==> src/rtl/jk_sync_counter_pkg.sv <==
// Shared definitions for the JK-based synchronous counter.
//   jk_ctrl_e : {j,k} control encodings of a JK cell
//   jk_drive  : maps (current bit, next bit, force) to the {j,k} pair
package jk_sync_counter_pkg;

   typedef enum logic [1:0] {
      JK_HOLD   = 2'b00,
      JK_RESET  = 2'b01,
      JK_SET    = 2'b10,
      JK_TOGGLE = 2'b11
   } jk_ctrl_e;

   // force_sr selects set/reset mode (clr/load); otherwise toggle only changing bits
   function automatic jk_ctrl_e jk_drive(input logic cur, input logic nxt, input logic force_sr);
      jk_ctrl_e ctrl;
      if (force_sr) begin
         ctrl = nxt ? JK_SET : JK_RESET;
      end else begin
         ctrl = (cur ^ nxt) ? JK_TOGGLE : JK_HOLD;
      end
      return ctrl;
   endfunction

endpackage

==> src/rtl/jk_ff_async_rst.sv <==
// Single JK flip-flop cell with asynchronous active-low reset.
//   clk   : rising-edge clock
//   rst   : asynchronous reset, active-low
//   j, k  : JK controls (00 hold, 01 reset, 10 set, 11 toggle)
//   q     : stored bit
//   q_bar : complement of q
module jk_ff_async_rst
   import jk_sync_counter_pkg::*;
(
   input  logic clk,
   input  logic rst,
   input  logic j,
   input  logic k,
   output logic q,
   output logic q_bar
);

   logic q_d;
   logic q_q;

   // JK next-state
   always_comb begin
      q_d = q_q;
      case (jk_ctrl_e'({j, k}))
         JK_HOLD:   q_d = q_q;
         JK_RESET:  q_d = 1'b0;
         JK_SET:    q_d = 1'b1;
         JK_TOGGLE: q_d = ~q_q;
         default:   q_d = q_q;
      endcase
   end

   always_ff @(posedge clk or negedge rst) begin
      if (!rst) begin
         q_q <= 1'b0;
      end else begin
         q_q <= q_d;
      end
   end

   assign q     = q_q;
   assign q_bar = ~q_q;

endmodule

==> src/rtl/jk_sync_counter.sv <==
// Modulo-MODULUS up/down counter built from WIDTH JK cells.
//   clk      : rising-edge clock
//   rst      : asynchronous reset, active-low
//   clr      : synchronous clear (highest priority)
//   load     : synchronous load of load_val (saturates at MODULUS-1)
//   load_val : load value
//   en       : count enable
//   up       : 1 = increment, 0 = decrement
//   count    : current count (q of the JK cells)
//   tc       : combinational terminal count
//   wrap     : registered pulse in the cycle after a wrap-around
module jk_sync_counter
   import jk_sync_counter_pkg::*;
#(
   parameter int unsigned WIDTH   = 4,
   parameter int unsigned MODULUS = 10
) (
   input  logic             clk,
   input  logic             rst,
   input  logic             clr,
   input  logic             load,
   input  logic [WIDTH-1:0] load_val,
   input  logic             en,
   input  logic             up,
   output logic [WIDTH-1:0] count,
   output logic             tc,
   output logic             wrap
);

   localparam logic [WIDTH-1:0] MAX_CNT = WIDTH'(MODULUS - 1);

   if ((MODULUS < 2) || (64'(MODULUS) > (64'(1) << WIDTH))) begin : g_bad_modulus
      $error("jk_sync_counter: MODULUS must satisfy 2 <= MODULUS <= 2**WIDTH");
   end

   logic [WIDTH-1:0] count_bar;
   logic [WIDTH-1:0] nxt_c;
   logic [WIDTH-1:0] j_c;
   logic [WIDTH-1:0] k_c;
   logic             force_sr_c;
   logic             is_zero_c;
   logic             is_max_c;
   logic             wrap_d;
   logic             wrap_q;

   assign is_zero_c = &count_bar;
   assign is_max_c  = (count == MAX_CNT);

   // Next count selection (clr > load > en > hold) and per-bit JK drive
   always_comb begin
      nxt_c      = count;
      force_sr_c = 1'b0;
      wrap_d     = 1'b0;
      j_c        = '0;
      k_c        = '0;
      if (clr) begin
         nxt_c      = '0;
         force_sr_c = 1'b1;
      end else if (load) begin
         force_sr_c = 1'b1;
         nxt_c      = (32'(load_val) >= MODULUS) ? MAX_CNT : load_val;
      end else if (en) begin
         if (up) begin
            if (is_max_c) begin
               nxt_c  = '0;
               wrap_d = 1'b1;
            end else begin
               nxt_c = count + WIDTH'(1);
            end
         end else begin
            if (is_zero_c) begin
               nxt_c  = MAX_CNT;
               wrap_d = 1'b1;
            end else begin
               nxt_c = count - WIDTH'(1);
            end
         end
      end
      for (int i = 0; i < int'(WIDTH); i++) begin
         {j_c[i], k_c[i]} = jk_drive(count[i], nxt_c[i], force_sr_c);
      end
   end

   for (genvar g = 0; g < int'(WIDTH); g++) begin : g_cell
      jk_ff_async_rst u_jk (
         .clk   (clk),
         .rst   (rst),
         .j     (j_c[g]),
         .k     (k_c[g]),
         .q     (count[g]),
         .q_bar (count_bar[g])
      );
   end

   always_ff @(posedge clk or negedge rst) begin
      if (!rst) begin
         wrap_q <= 1'b0;
      end else begin
         wrap_q <= wrap_d;
      end
   end

   assign wrap = wrap_q;
   assign tc   = en & (up ? is_max_c : is_zero_c);

endmodule
==> config.mk <==
export PLATFORM = sky130hd
export DESIGN_NAME = jk_sync_counter
export DESIGN_NICKNAME = d
export VERILOG_FILES = /design/src/rtl/jk_sync_counter_pkg.sv /design/src/rtl/jk_ff_async_rst.sv /design/src/rtl/jk_sync_counter.sv
export SDC_FILE = /design/constraint.sdc
export NUM_CORES = 1
export LEC_CHECK = 0
export CORE_AREA = 3 3 40 42
export DETAILED_ROUTE_END_ITERATION = 8
export DIE_AREA = 0 0 43 45
export PLACE_DENSITY = 0.66
export SLEW_MARGIN = 25
export SYNTH_ARGS = -nofsm -noshare
export SYNTH_HDL_FRONTEND = slang
export SYNTH_SLANG_ARGS = --single-unit
==> constraint.sdc <==
create_clock -name clk -period 2.35 [get_ports clk]
set_clock_uncertainty 0.15 [all_clocks]
set_input_delay 0.47 -clock clk [delete_from_list [all_inputs] [get_ports clk]]
set_output_delay 0.47 -clock clk [all_outputs]
set_load 0.03 [all_outputs]
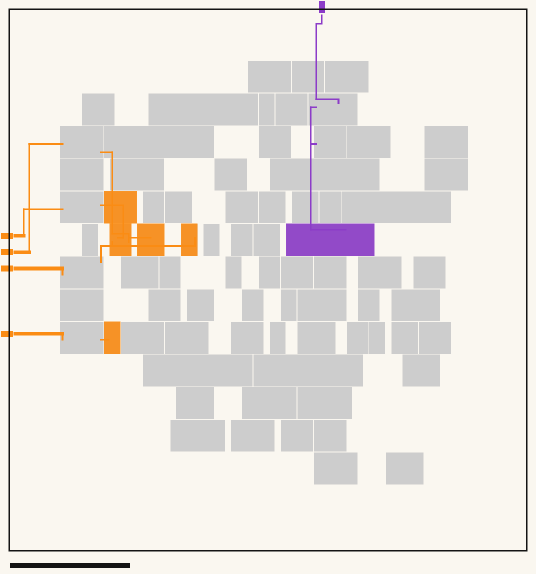
(run_1/port_nets.png)
Scale bar: 10 microns.
| colour | port | direction | edge | end cells | buffers | wire |
|---|---|---|---|---|---|---|
| orange | load_val | input | left | 5 | 4 | 55.4 microns |
| purple | tc | output | top | 1 | 1 | 23.6 microns |
port bufs: 15
boundary pin count: 16

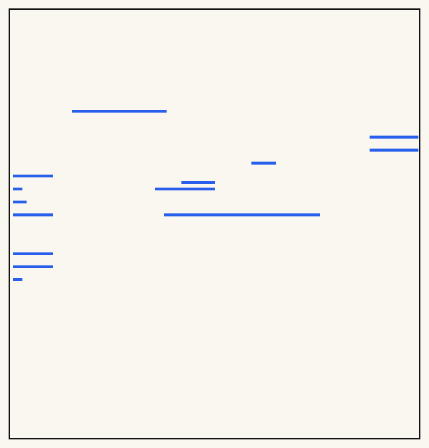
(run_1/met3.png)
main direction: horizontal
nets with wire on the layer: 14
routed via count: 464
GR Util met3: 4.78%

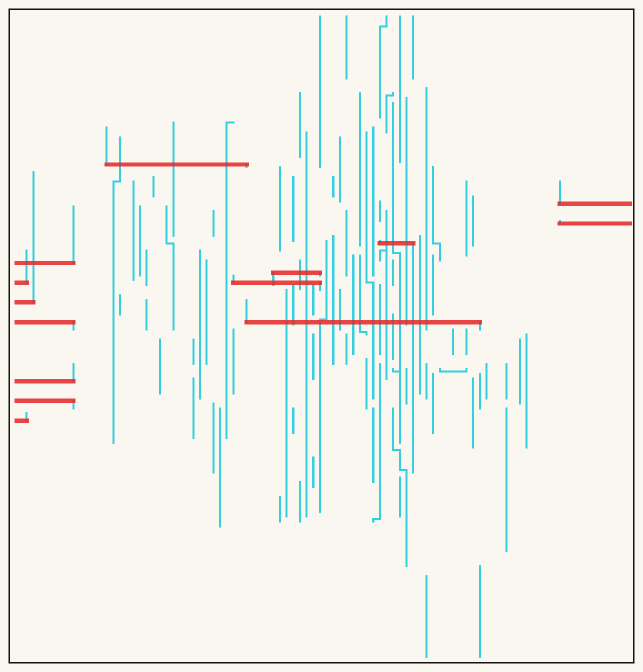
(run_1/metal_stack.png)
Two of the layers only.
| colour | layer | wire length |
|---|---|---|
| red | met3 | 65.1 microns |
| cyan | met2 | 582 microns |
Wirelength per Cell: 12.5 microns
WL final: 1140 microns

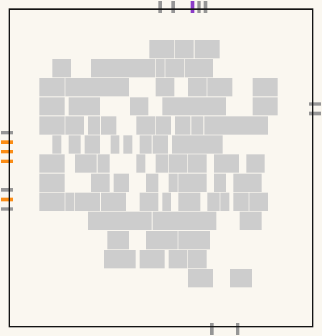
(run_1/pins.png)
Pins as bars across the die edge, other pins in grey.
| colour | port | pins | direction | edge |
|---|---|---|---|---|
| orange | load_val | 4 | input | left |
| purple | tc | 1 | output | top |
all pins by edge: 7 left, 5 top, 2 bottom, 2 right
die width: 43 microns
Die Ht: 45 microns

==> results.ini, run 1 <==
[run_status]
status = completed

[final_timing]
fmax_mhz = 441
hold_violations = 0
setup-violations-final = 0
slew_headroom_pct = 79.3
tightest_slew_ns = 0.311
finalSetupTns_ns = 0
finalCritPeriodShare_pct = 96.5
maxSlewViolCount = 0

[synth]
edf_count = 0
synth-main-ff-cell = dfrtp_1
top_cells_by_count = 5 x dfrtp_1, 4 x buf_4, 4 x ha_1, 4 x inv_1
synthTopCellsByArea = dfrtp_1 26%, ha_1 10%, buf_4 6.1%, a211oi_4 4.1%, mux2i_1 4.1%
netlist.top_cell.by_area = dfrtp_1
yosys.area_share.simple_pct = 22.8
synth.logic.top_family = simple AND/OR/NAND/NOR gates
synth-xor-area-share_pct = 3.58
ys_cells = 54

[place]
dp_slack_ns = -0.0783
place_congestion = 0.774
placedInstanceArea_sq_um = 656
dp_cells = 84

[global_routing]
grt_max_degree = 10
grtUsageMet1_pct = 14.8
met2_usage_pct = 21.3

[worst_setup_path]
cp.depth = 5
crit_path_end_kind = primary output
r2r_start = g_cell[0].u_jk.q$_DFFE_PN0P_
critPathMaxStageDelay_ns = 0.39
slowest_stage = or3b_4
start_kind = register
endpoint = tc

[drt]
m1WireLength_microns = 494
drcViolationCount = 0
met3_length_microns = 65
top_layer = met3
first_pass_iters = 4

[clock_network]
insertion_delay_ns = 0.24
cts.sinks = 5

[cells_and_area]
syn_to_final_growth_pct = 47.1
n_all_inverters = 4
layout.core_utilization_pct = 56.0

[power_and_ir_drop]
combPwrFrac_pct = 38.4
total_power_uw = 327
p_leak_uw = 0.000311
top_power_group = combinational cells

[run]
warning_count = 29

[die]
chipArea_sq_mm = 0.00194
core.rowCount = 13

==> run 2, diff against run 1 <==
CELL_PAD_IN_SITES_DETAIL_PLACEMENT = 0   (was not set)
CELL_PAD_IN_SITES_GLOBAL_PLACEMENT = 1   (was not set)
DONT_BUFFER_PORTS = 1   (was not set)
PLACE_DENSITY = 0.65   (was 0.66)
TNS_END_PERCENT = 20   (was not set)
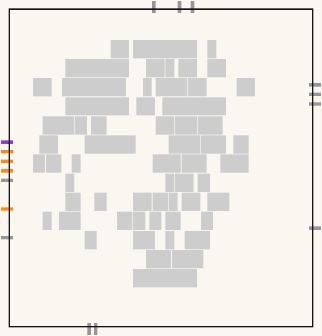
(run_2/pins.png)
Pins as bars across the die edge, other pins in grey.
| colour | port | pins | direction | edge |
|---|---|---|---|---|
| purple | tc | 1 | output | left |
| orange | load_val | 4 | input | left |
all pins by edge: 7 left, 4 right, 3 top, 2 bottom
port bufs: 0

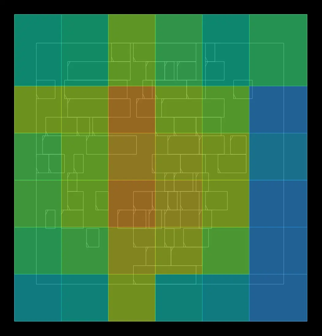
(run_2/final_congestion.png)
met1 GRT Util: 16.6%
layer with the highest usage: met2
met2 usage: 20.4%
GR Util met3: 7.57%
Wirelength per Cell: 15.2 microns

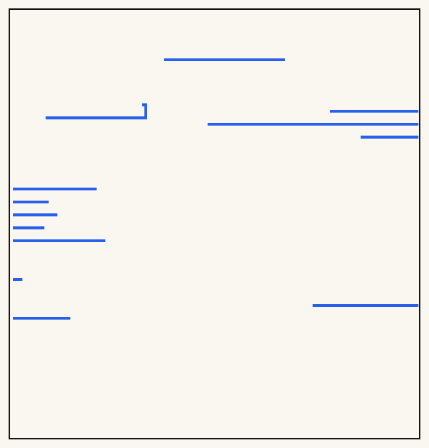
(run_2/met3.png)
longest straight run: 21.8 microns
nets with wire on the layer: 12
main direction: horizontal
WL final: 1130 microns
routed via count: 405

==> run 2 against run 1 <==
Effect of this change: core utilization shrank 12 points; hold slack worse by 0.16 ns; via count down 13%; clock power is essentially flat; sequential share of layout area is 4.9 points higher; clock-buffer cell count did not move; sequential power is essentially flat.
==> results.ini, run 2 <==
[cells_and_area]
n_all_inverters = 4  ; unchanged
layout.core_utilization_pct = 43.7  ; -12 points
final_area_sq_um = 562
buf_share_pct = 9.80
num_antenna_cells = 0
sh_seq_area_pct = 22.3
syn_to_final_growth_pct = 14.8

[die]
fp_util_pct = 38.1
boundaryPins = 16  ; unchanged
dieWidth_microns = 43  ; unchanged
die_y_microns = 45  ; unchanged
core_sq_mm = 0.00128
core.rowCount = 13  ; unchanged
chipArea_sq_mm = 0.00194  ; unchanged

[final_timing]
finalCritPeriodShare_pct = 97.6  ; +1.2 points
maxSlewViolCount = 0  ; unchanged
fmax_mhz = 436  ; -1.2%
slew_headroom_pct = 62.6  ; -17 points
tightest_slew_ns = 0.561  ; +0.250 ns
setup-violations-final = 0  ; unchanged
finalSetupTns_ns = 0  ; unchanged
hold_violations = 0  ; unchanged

[worst_setup_path]
start_kind = register
endpoint = tc
r2r_start = g_cell[0].u_jk.q$_DFFE_PN0P_
r2r_end = g_cell[1].u_jk.q$_DFFE_PN0P_
slowest_stage = a211oi_4
cp.depth = 4  ; -1
critPathMaxStageDelay_ns = 0.44  ; +0.05 ns
crit_path_end_kind = primary output

[synth]
edf_count = 0  ; unchanged
yosysTopAreaCellShare_pct = 25.6
synth-xor-area-share_pct = 3.58  ; unchanged
yosys.area_share.simple_pct = 22.8  ; unchanged
netlist.top_cell.by_area = dfrtp_1
adder_share_pct = 10.2
synth.logic.top_family = simple AND/OR/NAND/NOR gates
synth_seq_share_pct = 25.6
avgSynthCellArea_sq_um = 9.06
synth-main-ff-cell = dfrtp_1
ys_cells = 54  ; unchanged
synthTopCellsByArea = dfrtp_1 26%, ha_1 10%, buf_4 6.1%, a211oi_4 4.1%, mux2i_1 4.1%
top_cells_by_count = 5 x dfrtp_1, 4 x buf_4, 4 x ha_1, 4 x inv_1
synth-seq-cells = 5

[drt]
top_layer = met3
drcViolationCount = 0  ; unchanged
m1WireLength_microns = 462  ; -6.5%
dr_wl_met2_microns = 556
first_pass_iters = 3  ; -1
met3_length_microns = 106  ; +63%

[clock_network]
cts_resized = 3
cts.sinks = 5  ; unchanged
cts_buffers = 3
insertion_delay_ns = 0.24  ; about the same

[place]
dp_cells = 66  ; -21%
dp_slack_ns = 0.227  ; +0.306 ns
place_congestion = 0.782  ; +1.0%
placedInstanceArea_sq_um = 485  ; -26%

[run_status]
status = completed

[global_routing]
grt_max_degree = 10  ; unchanged

[power_and_ir_drop]
top_power_group = registers
p_leak_uw = 0.000240  ; -23%
power.density_mw_per_mm2 = 518
total_power_uw = 291  ; -11%
combPwrFrac_pct = 30.9  ; -7.5 points

[hold_path]
whs_endpoint = g_cell[1].u_jk.q$_DFFE_PN0P_

[run]
warning_count = 30  ; +3.4%

Power is estimated from default activity; no workload was simulated.
